==> config.mk <==
export PLATFORM = sky130hd
export DESIGN_NAME = pi_controller_mc_flat
export DESIGN_NICKNAME = d
export VERILOG_FILES = /design/src/rtl/foc_pkg.sv /design/src/rtl/pi_controller_mc_if.sv /design/src/rtl/pi_clamp.sv /design/src/rtl/pi_controller_mc.sv /design/src/flat_wrapper.sv
export SDC_FILE = /design/constraint.sdc
export NUM_CORES = 2
export LEC_CHECK = 0
export CAP_MARGIN = 0
export CORE_UTILIZATION = 48
export CTS_CLUSTER_DIAMETER = 30
export DETAILED_ROUTE_END_ITERATION = 10
export PLACE_DENSITY = 0.66
export SLEW_MARGIN = 20
export SYNTH_ARGS = -nofsm -noshare
export SYNTH_HDL_FRONTEND = slang
export SYNTH_HIERARCHICAL = 1
export SYNTH_SLANG_ARGS = --single-unit
==> constraint.sdc <==
create_clock -name clk -period 31.6 [get_ports clk]
set_clock_uncertainty 0.15 [all_clocks]
set_input_delay 9.48 -clock clk [delete_from_list [all_inputs] [get_ports clk]]
set_output_delay 9.48 -clock clk [all_outputs]
set_load 0.005 [all_outputs]
io_fan.png
Scale: 1 px per µm.
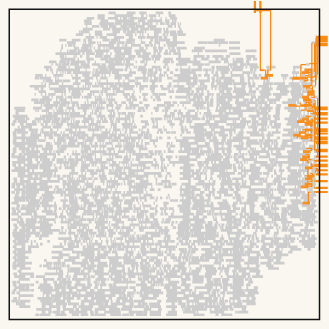
bus_u -> orange  # bits 32, direction output, edge 30 right, 2 top, end cells 32, buffers 32, wire 972 µm
number of primary I/O pins: 232
count of buffers inserted at the top-level ports: 231

placement.png
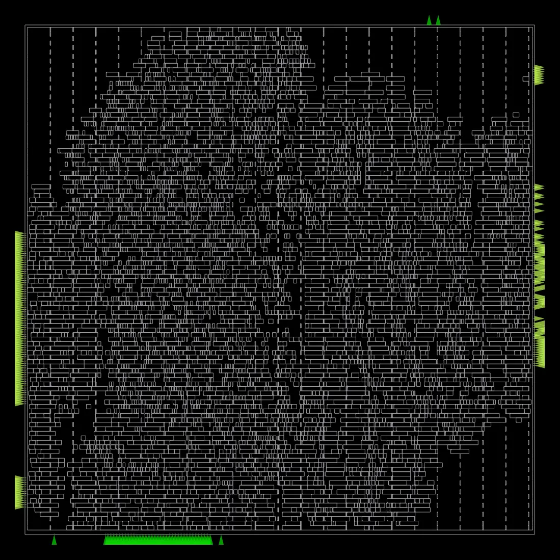
CORE AREA: 93300 µm²
final core occ: 56.0%
fraction of standard cell area that is sequential: 29.6%

layer_met2.png
Scale: 1.5 px per µm.
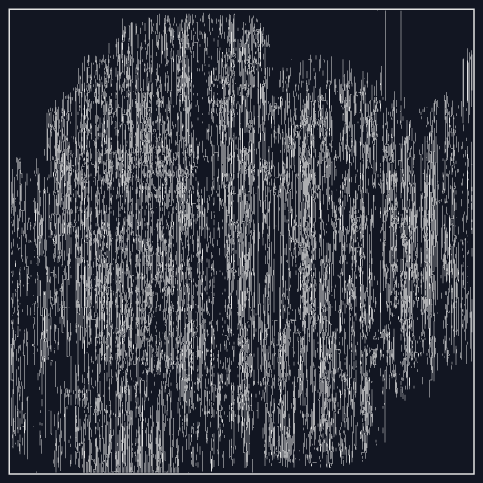
share of all routed wire = 47%
wire length on this layer = 57.1 mm
main direction = vertical
nets with wire on the layer = 4676
Global Route met2 Usage: 43.4%
detailed-route via count: 32.4k
total wire length after detailed routing: 121000 µm

==> reports/writeup.txt <==
After global routing the overflow that remains totals 0. The post-synthesis chip area from yosys is 45200 µm². Per the timing report, the biggest fanout along the worst path comes to 81. With the buffer depth of the longest clock path at 3, the average cell area after synthesis is 10.5 µm². Clock latency on the worst-skew pair, taken at its later pin, is 0.68 ns.

The count of warning messages emitted by the tools is 26. Looking at the post-CTS report, the setup buffer insertion count equals 0. Looking at the gate-level netlist, the highest instance count belongs to inv_1. The maximum number of pins on one net before global-route repair is 82. The worst setup path is launched from an input pin. For the finished layout, the period the worst path requires is 12.80 ns. The worst setup path is captured at a register.

In the final routed layout, each cell accounts on average for 20.6 µm. For this run, design rule violations remaining after detail routing come to 0. The worst min-delay path class was register to register. The OpenROAD report gives the critical path a required time of 31.69 ns. Clock-pin slew was measured on the worst setup and hold paths at 0.05 ns.

The proportion of layout cells with a drive suffix above 1 was 7.94%; the number of diodes was 0. With the area occupied by multi-input gates at 26600 µm², the width of the die is 309 µm. The biggest area consumer among synthesized cells was edfxtp_1.

The share of the core area taken by cells at floorplan is 48.4%. The final timing report lists a hold violation count of 0. Setup repair after global routing left no endpoint under its margin. According to the finish report, the design has a final net count of 5537. The run gives 19.40 ns for the flop-to-flop setup slack. Max-cap violations in this run came to 0. By startpoint and endpoint, the worst setup path is classified as input pin to register. The run gives 0 for the number of antenna violations at the first check in global routing. The first routing iteration left 2386 violations. The tools report the count of non-filler cells in the finished layout as 5865. The most used flip-flop cell after synthesis is edfxtp_1. The logs give 0.946 for the weighted congestion at the end of routability-driven global placement and 0 for the number of gates resized after CTS. The root buffer cell chosen for the clock tree is clkbuf_16. The clock sink count is 529. The final critical path takes up 40.5% of the cycle.

Before any placement, the netlist area is recorded as 45200 µm². Sequential elements use 34.2% of the synthesized area. The setup TNS is 0 ns. The synthesized netlist cell count is 4314.

The script logs the ratio of routed vias to standard cells as 5.52. Summed over its instances, the top area cell type makes up 32.4% of the synthesized netlist area. Ranked by instance count, the synthesized netlist is headed by 666 x inv_1, 516 x fa_1, 488 x edfxtp_1. TritonCTS built the clock tree. Counting distinct cell types in the post-synthesis netlist gives 97.

The run gives 34 for the count of cells along the worst register-to-register path. The tools report the number of cells in Yosys stat as 4314. The run gives 188000 µm for the first-pass GRT wire length.

For reference, the placement row count at floorplan is 112. According to the report, the first pass of detailed routing completed in 5 iterations. The fraction of registers with async set/reset came out at 0%. Per the synth log, the flip-flop and latch total comes to 529.

In the post-synthesis netlist, the biggest area contributors are edfxtp_1 32%, fa_1 23%, ha_1 8.2%, inv_1 5.5%, nand2_1 3.8%. Counting pins that exceed their max-slew limit in the final report gives 0. Data arrives at the worst endpoint at 12.89 ns. The via count of the first global-routing pass came out at 33.2k. Logged for this run, the post-placement worst setup slack is 18.11 ns.

The post-synth count of flops with an enable pin is 488. For the relative slew slack, the log shows 23.1%. The register with the most flip-flops in the layout has 80 of them. Chip area: 95400 µm². Sum of net half-perimeters after detailed placement: 93900 µm.

For this run, the number of Yosys warnings is 6. In this build the clock could be raised as far as 0.0781 GHz. The worst hold path cell count was 2. The run finished with clean final reports. The clock buffer count from CTS came out at 100. The post-cts hold-fix buffer tally is 0.

The flow measured a signed area growth from synthesis to layout of 15.6%. The footprint of the flip-flops and latches was 15500 µm²; the number of endpoints failing setup at the final stage was 0. At floorplan, the net count of the design was reported as 5323.

Once routing completed, OpenROAD measured the worst setup slack at 18.80 ns. Global routing consumed, over all layers together, 25.9% of the routing resources. The tools report the number of filler instances in the final layout as 8128. Per the placement report, the placed cell count is 5680.

The H-tree generated during clock tree synthesis spans 3 levels. At the pin with the least slew margin, the transition time is 1.12 ns. The die extent in y is 309 µm, and the count of nets left with antenna violations after detail routing is 0.
cell families after synthesis:
logic type                 Yosys count  share of synthesized area, %
adders and majority gates          813                          31.1
buffers and inverters              835                          7.15
and+or+nand+nor                   1068                          10.6
DFF                                529                          34.2
xor gates and xnor gates           125                          2.42
AOI/OAI and AO/OA                  831                          11.7
muxes                              113                          2.81
critical path, cell delays in order:
cell and delay, ns:
clkdlybuf4s50_1 0.58, nand2_1 0.13, nor2_4 0.80, buf_4 0.90
buf_4 0.86
area by class of cell:
cell class | instances | share of cell area (%)
flip-flops and latches | 529 | 29.6
clock buffers | 112 | 4.88
clock inverters | 73 | 1.57
multi-input cells | 2950 | 51.0
inverters | 668 | 4.81
well taps | 1254 | 3.00
repair buffers | 279 | 5.11
per-stage QoR:
| step | hold slack [ns] | area (µm²) |
|---|---|---|
| after floorplan | 0.303 | 45200 |
| final | 0.299 | 52200 |
| after global routing | 0.321 | 52200 |
| after detailed placement | 0.296 | 48900 |
| after CTS | 0.303 | 52200 |
| after global placement | 0.292 | 48900 |
metal layers:
layer  GRT usage, %  up-vias  routed length, µm
li1               -    15000                  -
met2           43.4     1272              57100
met4           7.91        0               3580
met3           5.02      206               9410
met1           34.1    16000              50700
met5              0        -                  0
cell usage in the layout (no fill, tap or decap), drive strengths merged, types with 38 or more instances in the layout:
cell type	count
nand2	460
nor2b	44
edfxtp	488
ha	297
nand3	54
nor2	288
buf	49
a21o	88
clkdlybuf4s50	230
dfxtp	41
a21oi	240
xnor2	68
xor2	57
mux2	78
inv	683
clkbuf	112
nor3	38
o21ai	251
fa	516
